Design apb_xfer_ctrl, sky130hd; sources not shown.
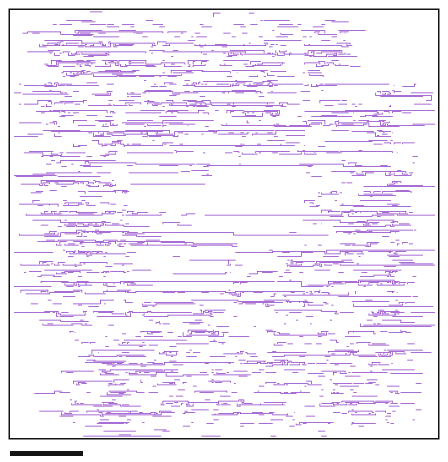
(images/layer_met1.png)
Bar = 20 um.
nets with wire on the layer: 877
share of all routed wire: 43%
main direction: horizontal
longest straight run: 41.9 um
met1 usage: 0.244
routed wire length: 14000 um
via count: 4670

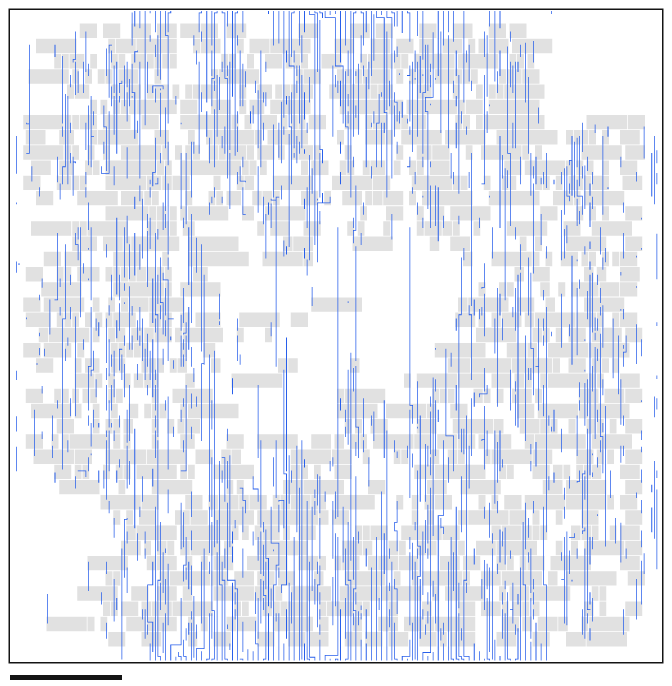
(images/layer_met2.png)
Bar = 20 um.
main direction: vertical
wire length on this layer: 6710 um
met2 GRT Util: 0.352

==> reports/summary.txt <==
DP Worst Slack -> -0.822 ns
Clk_skew -> 0.00547 ns
Cts repair resizes -> 126
Inverter count -> 12
Flip-flops -> 113
Util after Layout -> 0.588
Largest net degree at the start of global routing -> 17
Final setup vio count -> 0
Die width -> 117 um
Status -> completed
Area share, top type -> 0.510
H-Tree Depth -> 4
EDFF count, synth -> 0
Worst hold path class -> in -> reg
Most Crowded Layer GR -> met2
NonClk Buf Share -> 0.299
Clock-cell share -> 0.0886
Routed Antenna Nets -> 0
Hold_ws -> 0.362 ns
Clock slew at reported path FFs -> 0.05 ns
Fp util -> 0.355
Top cells by area, synth -> dfxtp_1 51%, nor2_1 21%, nand2_1 10%
==> routing by layer <==
metal | vias up | wire length, um
li1 | 2440 | -
met5 | - | 0
met1 | 2061 | 6030
met3 | 34 | 808
met4 | 0 | 447
met2 | 135 | 6710
==> logic make-up (layout without fill, tap and decap cells) <==
kind of cell / Yosys count / in the layout / synth area share
AND-OR/OR-AND: 68 / 68 / 0.0767
buffers and inverters: 52 / 297 / 0.0496
AND/OR/NAND/NOR: 400 / 400 / 0.364
flip-flops: 113 / 113 / 0.510
==> worst max-delay path: stages (launching register included) <==
cell	delay, ns
dfxtp_4	0.37
nor2_4	0.18
clkdlybuf4s15_2	0.27
